**Run 1: clock routing**

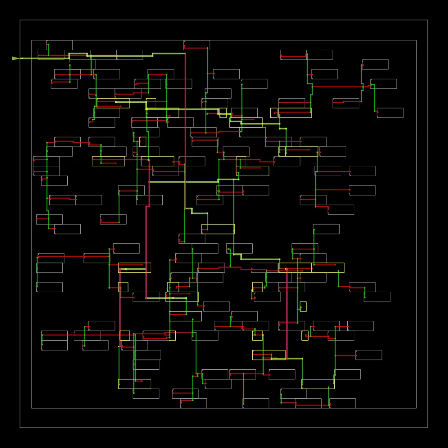
**Run 1: signal wires on met1**

(2 px per um) Supply wires on this layer in grey.
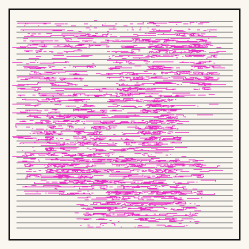
**Run 1: clock network drawn from the DEF**

(3 px per um)
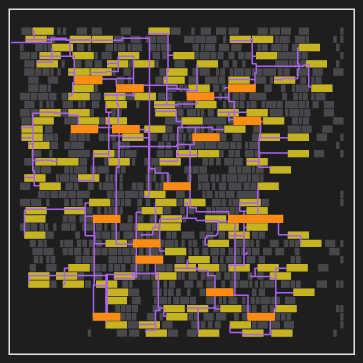
**Run 1: cell density map**

(3 px per um) The die is cut into 11 by 11 equal tiles; white is low, dark blue is high, 0 to 100% covered.
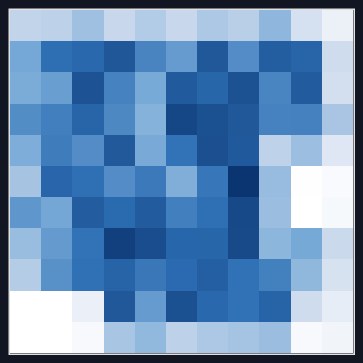
**src/rtl/camera_capture_pkg.sv**
```systemverilog
// Shared types and defaults for the camera capture block.
// Optional generated-pixel mode is enabled by defining CAMERA_CAPTURE_TEST_PATTERN_EN.
package camera_capture_pkg;

  typedef enum logic [1:0] {
    IDLE  = 2'd0,
    SYNC  = 2'd1,
    FRAME = 2'd2,
    LINE  = 2'd3
  } state_t;

  localparam int ADDR_W       = 25;
  localparam int PIX_W        = 10;
  localparam int DEF_H_ACTIVE = 640;
  localparam int DEF_V_ACTIVE = 480;

  typedef logic [ADDR_W-1:0] sdram_addr_t;

  localparam sdram_addr_t DEF_BUF0_BASE  = 25'd0;
  localparam sdram_addr_t DEF_BUF_STRIDE = 25'd524288;

  // Generated pixel: low five bits of the line index over low five bits of the column.
  function automatic logic [PIX_W-1:0] pattern_pixel(input logic [4:0] x5, input logic [4:0] y5);
    return {y5, x5};
  endfunction

endpackage

```
**src/rtl/camera_capture_sync_edge.sv**
```systemverilog
// Registers the camera framing strobes and pixel once, and derives edge strobes
// by comparing the registered value against its own previous value.
module camera_capture_sync_edge
  import camera_capture_pkg::*;
(
  input  logic             clk,
  input  logic             rst_n,
  input  logic             cam_vsync,
  input  logic             cam_href,
  input  logic [PIX_W-1:0] cam_data,
  output logic             href,
  output logic [PIX_W-1:0] data,
  output logic             vsync_rise,
  output logic             vsync_fall,
  output logic             href_rise,
  output logic             href_fall
);

  logic vsync;
  logic vsync_prev;
  logic href_prev;

  // Input sampling register and one-cycle history for edge detection.
  always_ff @(posedge clk) begin
    if (!rst_n) begin
      vsync      <= 1'b0;
      vsync_prev <= 1'b0;
      href       <= 1'b0;
      href_prev  <= 1'b0;
      data       <= 10'd0;
    end else begin
      vsync      <= cam_vsync;
      vsync_prev <= vsync;
      href       <= cam_href;
      href_prev  <= href;
      data       <= cam_data;
    end
  end

  assign vsync_rise = vsync & ~vsync_prev;
  assign vsync_fall = ~vsync & vsync_prev;
  assign href_rise  = href & ~href_prev;
  assign href_fall  = ~href & href_prev;

endmodule

```
**src/rtl/camera_capture.sv**
```systemverilog
// Frames and crops a camera pixel stream into ping-pong SDRAM frame buffers (port C).
// Define CAMERA_CAPTURE_TEST_PATTERN_EN to let test_pattern substitute generated pixels.
module camera_capture
  import camera_capture_pkg::*;
#(
  parameter int          H_ACTIVE   = DEF_H_ACTIVE,
  parameter int          V_ACTIVE   = DEF_V_ACTIVE,
  parameter sdram_addr_t BUF0_BASE  = DEF_BUF0_BASE,
  parameter sdram_addr_t BUF_STRIDE = DEF_BUF_STRIDE
) (
  input  logic              clk,
  input  logic              rst_n,
  input  logic              capture_en,
  input  logic              cam_vsync,
  input  logic              cam_href,
  input  logic [PIX_W-1:0]  cam_data,
  input  logic              test_pattern,
  output logic              portC_write,
  output logic [ADDR_W-1:0] portC_addr,
  output logic [PIX_W-1:0]  portC_din,
  output logic [ADDR_W-1:0] display_base,
  output logic              frame_done,
  output logic [15:0]       frame_count,
  output logic              err_line,
  output logic              err_frame
);

  localparam logic [10:0] H_LIM  = 11'(H_ACTIVE);
  localparam logic [9:0]  V_LIM  = 10'(V_ACTIVE);
  localparam sdram_addr_t H_STEP = 25'(H_ACTIVE);

  logic             href;
  logic [PIX_W-1:0] data;
  logic             vsync_rise;
  logic             vsync_fall;
  logic             href_rise;
  logic             href_fall;

  camera_capture_sync_edge u_sync_edge (
    .clk        (clk),
    .rst_n      (rst_n),
    .cam_vsync  (cam_vsync),
    .cam_href   (cam_href),
    .cam_data   (cam_data),
    .href       (href),
    .data       (data),
    .vsync_rise (vsync_rise),
    .vsync_fall (vsync_fall),
    .href_rise  (href_rise),
    .href_fall  (href_fall)
  );

  state_t           state;
  state_t           state_n;
  logic [10:0]      x;
  logic [10:0]      x_n;
  logic [9:0]       y;
  logic [9:0]       y_n;
  sdram_addr_t      line_base;
  sdram_addr_t      line_base_n;
  logic             buf_sel;
  logic             buf_sel_n;
  sdram_addr_t      active_base;
  sdram_addr_t      display_base_n;
  logic [15:0]      frame_count_n;
  logic             frame_done_n;
  logic             err_line_n;
  logic             err_frame_n;
  logic             write_n;
  sdram_addr_t      addr_n;
  logic [PIX_W-1:0] din_n;
  logic [PIX_W-1:0] pixel;
  logic             take;
  logic             line_end;
  logic             frame_end;

  assign active_base = buf_sel ? (BUF0_BASE + BUF_STRIDE) : BUF0_BASE;

`ifdef CAMERA_CAPTURE_TEST_PATTERN_EN
  assign pixel = test_pattern ? pattern_pixel(x[4:0], y[4:0]) : data;
`else
  logic unused_test_pattern;
  assign unused_test_pattern = test_pattern;
  assign pixel = data;
`endif

  // Capture state register.
  always_ff @(posedge clk) begin
    if (!rst_n) begin
      state <= IDLE;
    end else begin
      state <= state_n;
    end
  end

  // Next state, framing counters, write generation and frame-end bookkeeping.
  always_comb begin
    state_n        = state;
    x_n            = x;
    y_n            = y;
    line_base_n    = line_base;
    buf_sel_n      = buf_sel;
    display_base_n = display_base;
    frame_count_n  = frame_count;
    frame_done_n   = 1'b0;
    err_line_n     = err_line;
    err_frame_n    = err_frame;
    write_n        = 1'b0;
    addr_n         = portC_addr;
    din_n          = portC_din;
    take           = 1'b0;
    line_end       = 1'b0;
    frame_end      = 1'b0;

    case (state)
      IDLE: begin
        if (capture_en) begin
          state_n = SYNC;
        end else begin
          state_n = IDLE;
        end
      end
      SYNC: begin
        if (vsync_fall) begin
          x_n         = 11'd0;
          y_n         = 10'd0;
          line_base_n = active_base;
          state_n     = FRAME;
        end else begin
          state_n = SYNC;
        end
      end
      FRAME: begin
        if (vsync_rise) begin
          frame_end = 1'b1;
        end else if (href_rise) begin
          take    = 1'b1;
          state_n = LINE;
        end else begin
          state_n = FRAME;
        end
      end
      LINE: begin
        // A frame end during a line closes that line first.
        if (vsync_rise) begin
          line_end  = 1'b1;
          frame_end = 1'b1;
        end else if (href_fall) begin
          line_end = 1'b1;
          state_n  = FRAME;
        end else if (href) begin
          take = 1'b1;
        end else begin
          state_n = LINE;
        end
      end
      default: begin
        state_n = IDLE;
      end
    endcase

    if (take) begin
      if ((x < H_LIM) && (y < V_LIM)) begin
        write_n = 1'b1;
        addr_n  = line_base + {14'd0, x};
        din_n   = pixel;
        x_n     = x + 11'd1;
      end else begin
        err_line_n = 1'b1;
      end
    end else begin
      err_line_n = err_line_n;
    end

    // y and line_base stop at the last stored line so extra lines cannot wrap.
    if (line_end) begin
      x_n = 11'd0;
      if (y < V_LIM) begin
        y_n         = y + 10'd1;
        line_base_n = line_base + H_STEP;
      end else begin
        y_n = y;
      end
    end else begin
      y_n = y_n;
    end

    if (frame_end) begin
      if (y_n == V_LIM) begin
        frame_done_n   = 1'b1;
        frame_count_n  = frame_count + 16'd1;
        display_base_n = active_base;
        buf_sel_n      = ~buf_sel;
      end else begin
        err_frame_n = 1'b1;
      end
      if (capture_en) begin
        state_n = SYNC;
      end else begin
        state_n = IDLE;
      end
    end else begin
      frame_done_n = 1'b0;
    end
  end

  // Datapath and output registers.
  always_ff @(posedge clk) begin
    if (!rst_n) begin
      x            <= 11'd0;
      y            <= 10'd0;
      line_base    <= 25'd0;
      buf_sel      <= 1'b0;
      display_base <= BUF0_BASE + BUF_STRIDE;
      frame_count  <= 16'd0;
      frame_done   <= 1'b0;
      err_line     <= 1'b0;
      err_frame    <= 1'b0;
      portC_write  <= 1'b0;
      portC_addr   <= 25'd0;
      portC_din    <= 10'd0;
    end else begin
      x            <= x_n;
      y            <= y_n;
      line_base    <= line_base_n;
      buf_sel      <= buf_sel_n;
      display_base <= display_base_n;
      frame_count  <= frame_count_n;
      frame_done   <= frame_done_n;
      err_line     <= err_line_n;
      err_frame    <= err_frame_n;
      portC_write  <= write_n;
      portC_addr   <= addr_n;
      portC_din    <= din_n;
    end
  end

endmodule

```
**config.mk**
```make
export PLATFORM = sky130hd
export DESIGN_NAME = camera_capture
export DESIGN_NICKNAME = d
export VERILOG_FILES = /design/src/rtl/camera_capture_pkg.sv /design/src/rtl/camera_capture_sync_edge.sv /design/src/rtl/camera_capture.sv
export SDC_FILE = /design/constraint.sdc
export NUM_CORES = 1
export LEC_CHECK = 0
export ABC_AREA = 0
export CORE_MARGIN = 3
export CORE_UTILIZATION = 51
export DETAILED_ROUTE_END_ITERATION = 12
export GPL_ROUTABILITY_DRIVEN = 0
export HOLD_SLACK_MARGIN = 0.15
export PLACE_DENSITY = 0.77
export RECOVER_POWER = 50
export SLEW_MARGIN = 10
export SYNTH_ARGS = -nofsm -noshare
export SYNTH_HDL_FRONTEND = slang
export SYNTH_HIERARCHICAL = 1
export SYNTH_SLANG_ARGS = --single-unit
```
**constraint.sdc**
```tcl
create_clock -name clk -period 3.4 [get_ports clk]
set_input_delay 0.68 -clock clk [delete_from_list [all_inputs] [get_ports clk]]
set_output_delay 0.68 -clock clk [all_outputs]
set_load 0.005 [all_outputs]
```
==> qor.rpt, run 1 <==
OUTCOME
------------------------------------------------------------------------------------
Result of the run                                                       finished clean

FINAL LAYOUT
------------------------------------------------------------------------------------
Comb_multi_in                                                                    527
Sequential share of cell area                                                  0.331
Layout cell share with drive strength beyond 1                                0.0993

STA
------------------------------------------------------------------------------------
Post-Route Skew                                                           0.00862 ns
Number of max-slew violations in the final report                                  0
Final-report setup violation count                                                 0

POWER AND IR DROP
------------------------------------------------------------------------------------
Biggest power consumer among the groups                                        clock
Relative contribution of sequential cells to total power                       0.465

ROUTE
------------------------------------------------------------------------------------
Wire length per cell after detailed routing                                  14.9 um
Highest signal layer in the routed design                                       met4
Via count                                                                       5005

YOSYS
------------------------------------------------------------------------------------
Most area-consuming cells after synthesis                               sky130_fd_sc_hd__dfxtp_1 40%, sky130_fd_sc_hd__nand2_1 6.0%, sky130_fd_sc_hd__mux2i_1 4.0%
Yosys warning count                                                                6
Share of flip-flops with an asynchronous set or reset after synthesis              0
Most used flip-flop cell after synthesis                                sky130_fd_sc_hd__dfxtp_1
Cell type with the highest aggregate area in the netlist                sky130_fd_sc_hd__dfxtp_1
Logic family by area                                                    simple AND/OR/NAND/NOR gates

SETUP PATH
------------------------------------------------------------------------------------
Cell count along the critical path                                                 9
Nature of the critical path startpoint                                          flop
Cell-by-cell trace of the critical path                                 nor2b_1, o211ai_2, buf_4, nor2_1, nand4_2, a2111o_1, buf_4, nor4_1, mux2i_1
Kind of end point of the critical path                                          flop
Critical path buffers and inverters                                                2
Top cell by count, worst path                                           sky130_fd_sc_hd__buf_4

FLOORPLAN
------------------------------------------------------------------------------------
Tap Count                                                                        140
Total die size                                                             13100 um2
Core region area                                                           11200 um2

PLACEMENT
------------------------------------------------------------------------------------
Placed instance area                                                        6690 um2
# port buffers                                                                    70

GRT
------------------------------------------------------------------------------------
Met2 Use GR                                                                    0.353
Global Route Usage Sum                                                         0.210
Initial antenna violation count                                                    0
Global-route wire length before repair                                      22500 um
Leftover overflow at the end of global routing                                     0
Global-route layer with the greatest usage                                      met2
Number of global-route vias before repair                                       4796

## Picture notes: 'clock routing'
flop count: 119
Late-Pin Clk Latency: 0.42 ns
clkbuf count: 17

## Picture notes: 'signal wires on met1'
The longest straight run is 26.2 um. The layer holds 45% of the routed length. The layer carries 6050 um of wire.

## Picture notes: 'clock network drawn from the DEF'
Key: flip-flops = yellow [count 119]; clock-net drivers = orange [count 17]; clock wires = purple [length 1520 um]
Position of the flops: widely spread.

## Picture notes: 'cell density map'
The fullest tile reaches 98%. 29% of the tiles are over 75% full. The densest ninth of the die: middle. 5.0% of the tiles are nearly empty. The mean over all tiles is 54%.

[run 1: flip-flops by register name (all words and copies together), names as in the netlist]
signal / cells
u_sync_edge/href: 1
portC_write: 1
portC_din: 10
frame_count: 16
u_sync_edge/data: 10
line_base: 25
buf_sel: 1
frame_done: 1
state: 2
y: 10
err_frame: 1
u_sync_edge/vsync_prev: 1
portC_addr: 25
x: 11
u_sync_edge/vsync: 1
display_base: 1
u_sync_edge/href_prev: 1
err_line: 1
[run 1: stage by stage]
step	cells	hold slack (ns)
3_3_place_gp	874	0.429
2_1_floorplan	716	0.426
6_report	905	0.451
4_1_cts	905	0.452
5_1_grt	905	0.478
3_5_place_dp	874	0.438
==> run 2: changes to the inputs <==
--- a/config.mk
+++ b/config.mk
@@ -8,6 +8,7 @@
 export ABC_AREA = 0
 export CORE_MARGIN = 3
 export CORE_UTILIZATION = 51
+export CTS_CLUSTER_SIZE = 28
 export DETAILED_ROUTE_END_ITERATION = 12
 export GPL_ROUTABILITY_DRIVEN = 0
 export HOLD_SLACK_MARGIN = 0.15
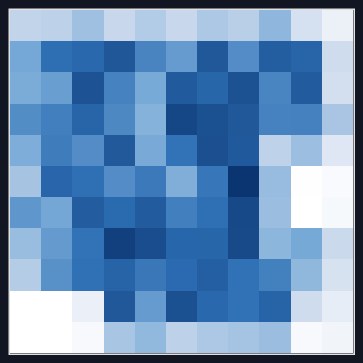
**Above:** run 2 (cell density map).
(3 px per um) The die is cut into 11 by 11 equal tiles; white is low, dark blue is high, 0 to 100% covered.
The mean over all tiles is 54%. The fullest tile reaches 98%. 5.0% of the tiles are nearly empty. The densest ninth of the die: middle. 29% of the tiles are over 75% full.

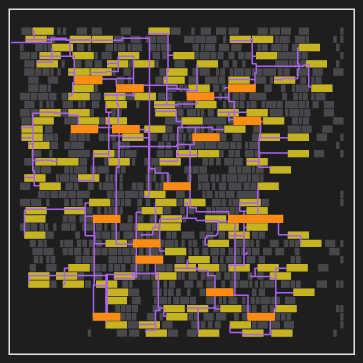
**Above:** run 2 (clock network drawn from the DEF).
(3 px per um)
Key: flip-flops = yellow [count 119]; clock-net drivers = orange [count 17]; clock wires = purple [length 1520 um]
There are 18 routed clock nets. Position of the flops: widely spread.

==> run 2 against run 1 <==
Core utilization did not move. Clock power barely moved. Final cell count did not move. Fmax did not move. Die size did not move.
==> qor.rpt, run 2 <==
FINAL LAYOUT
------------------------------------------------------------------------------------
Comb_multi_in                                                                    527   unchanged
Non-filler cells, final                                                          905   unchanged
Largest registers                                                       line_base x25, portC_addr x25, frame_count x16
Flop count                                                                       119   unchanged
Final standard cell area without fillers                                    7200 um2
Sequential share of cell area                                                  0.331   unchanged

SETUP PATH
------------------------------------------------------------------------------------
Critical path buffers and inverters                                                2   unchanged
Cell-by-cell trace of the critical path                                 nor2b_1, o211ai_2, buf_4, nor2_1, nand4_2, a2111o_1, buf_4, nor4_1, mux2i_1
Kind of end point of the critical path                                          flop
Top cell by count, worst path                                           sky130_fd_sc_hd__buf_4
Nature of the critical path startpoint                                          flop

YOSYS
------------------------------------------------------------------------------------
Yosys warning count                                                                6   unchanged
Share of flip-flops with an asynchronous set or reset after synthesis              0   unchanged
Most used flip-flop cell after synthesis                                sky130_fd_sc_hd__dfxtp_1
Cell type with the highest aggregate area in the netlist                sky130_fd_sc_hd__dfxtp_1
Logic family by area                                                    simple AND/OR/NAND/NOR gates

CLOCK NETWORK
------------------------------------------------------------------------------------
Late-Pin Clk Latency                                                         0.42 ns   about the same

ROUTE
------------------------------------------------------------------------------------
Via count                                                                       5005   unchanged
Wire length per cell after detailed routing                                  14.9 um   unchanged

GRT
------------------------------------------------------------------------------------
Leftover overflow at the end of global routing                                     0   unchanged
Number of global-route vias before repair                                       4796   unchanged
Global Route Usage Sum                                                         0.210   unchanged
Global-route wire length before repair                                      22500 um   unchanged
Met2 Use GR                                                                    0.353   unchanged

STA
------------------------------------------------------------------------------------
Number of max-slew violations in the final report                                  0   unchanged
Post-Route Skew                                                           0.00862 ns   unchanged
Final hold slack                                                            0.451 ns   unchanged
Timing-limited maximum frequency                                           0.338 GHz
Final-report setup violation count                                                 0   unchanged

FLOORPLAN
------------------------------------------------------------------------------------
Tap Count                                                                        140   unchanged
Total die size                                                             13100 um2   unchanged

PLACEMENT
------------------------------------------------------------------------------------
Cell count after placement                                                       874   unchanged
# port buffers                                                                    70   unchanged

POWER AND IR DROP
------------------------------------------------------------------------------------
Biggest power consumer among the groups                                        clock
Relative contribution of sequential cells to total power                       0.465   about the same

OUTCOME
------------------------------------------------------------------------------------
Result of the run                                                       finished clean

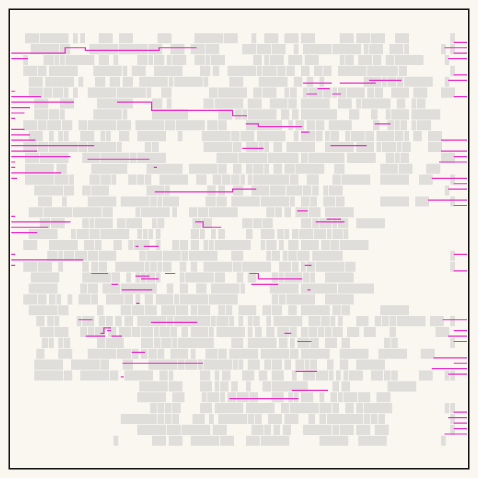
**Above:** run 2 (M3 wires).
(4 px per um)
84 nets have wire on it. The wires run mostly horizontal.

-- run 2: worst paths after layout --
kind / start / cells after the start / slack (ns) / end
hold / removal: u_sync_edge/data[8]$_SDFF_PN0_ / 2 / 0.45 / portC_din[8]$_SDFFE_PN0P_
setup reg to reg: u_sync_edge/vsync$_SDFF_PN0_ / 9 / 0.44 / frame_count[3]$_SDFFE_PN0P_
setup / recovery: u_sync_edge/vsync$_SDFF_PN0_ / 9 / 0.44 / frame_count[3]$_SDFFE_PN0P_
hold reg to reg: u_sync_edge/data[8]$_SDFF_PN0_ / 2 / 0.45 / portC_din[8]$_SDFFE_PN0P_
-- run 2: layer usage --
layer / part of all wire / vias up
met2: 0.49 / 140
met1: 0.45 / 2359
met3: 0.047 / 16
met4: 0.014 / 0
li1: - / 2490
met5: 0 / -
Power figures rest on the tool's default switching activity, not on a simulated workload.
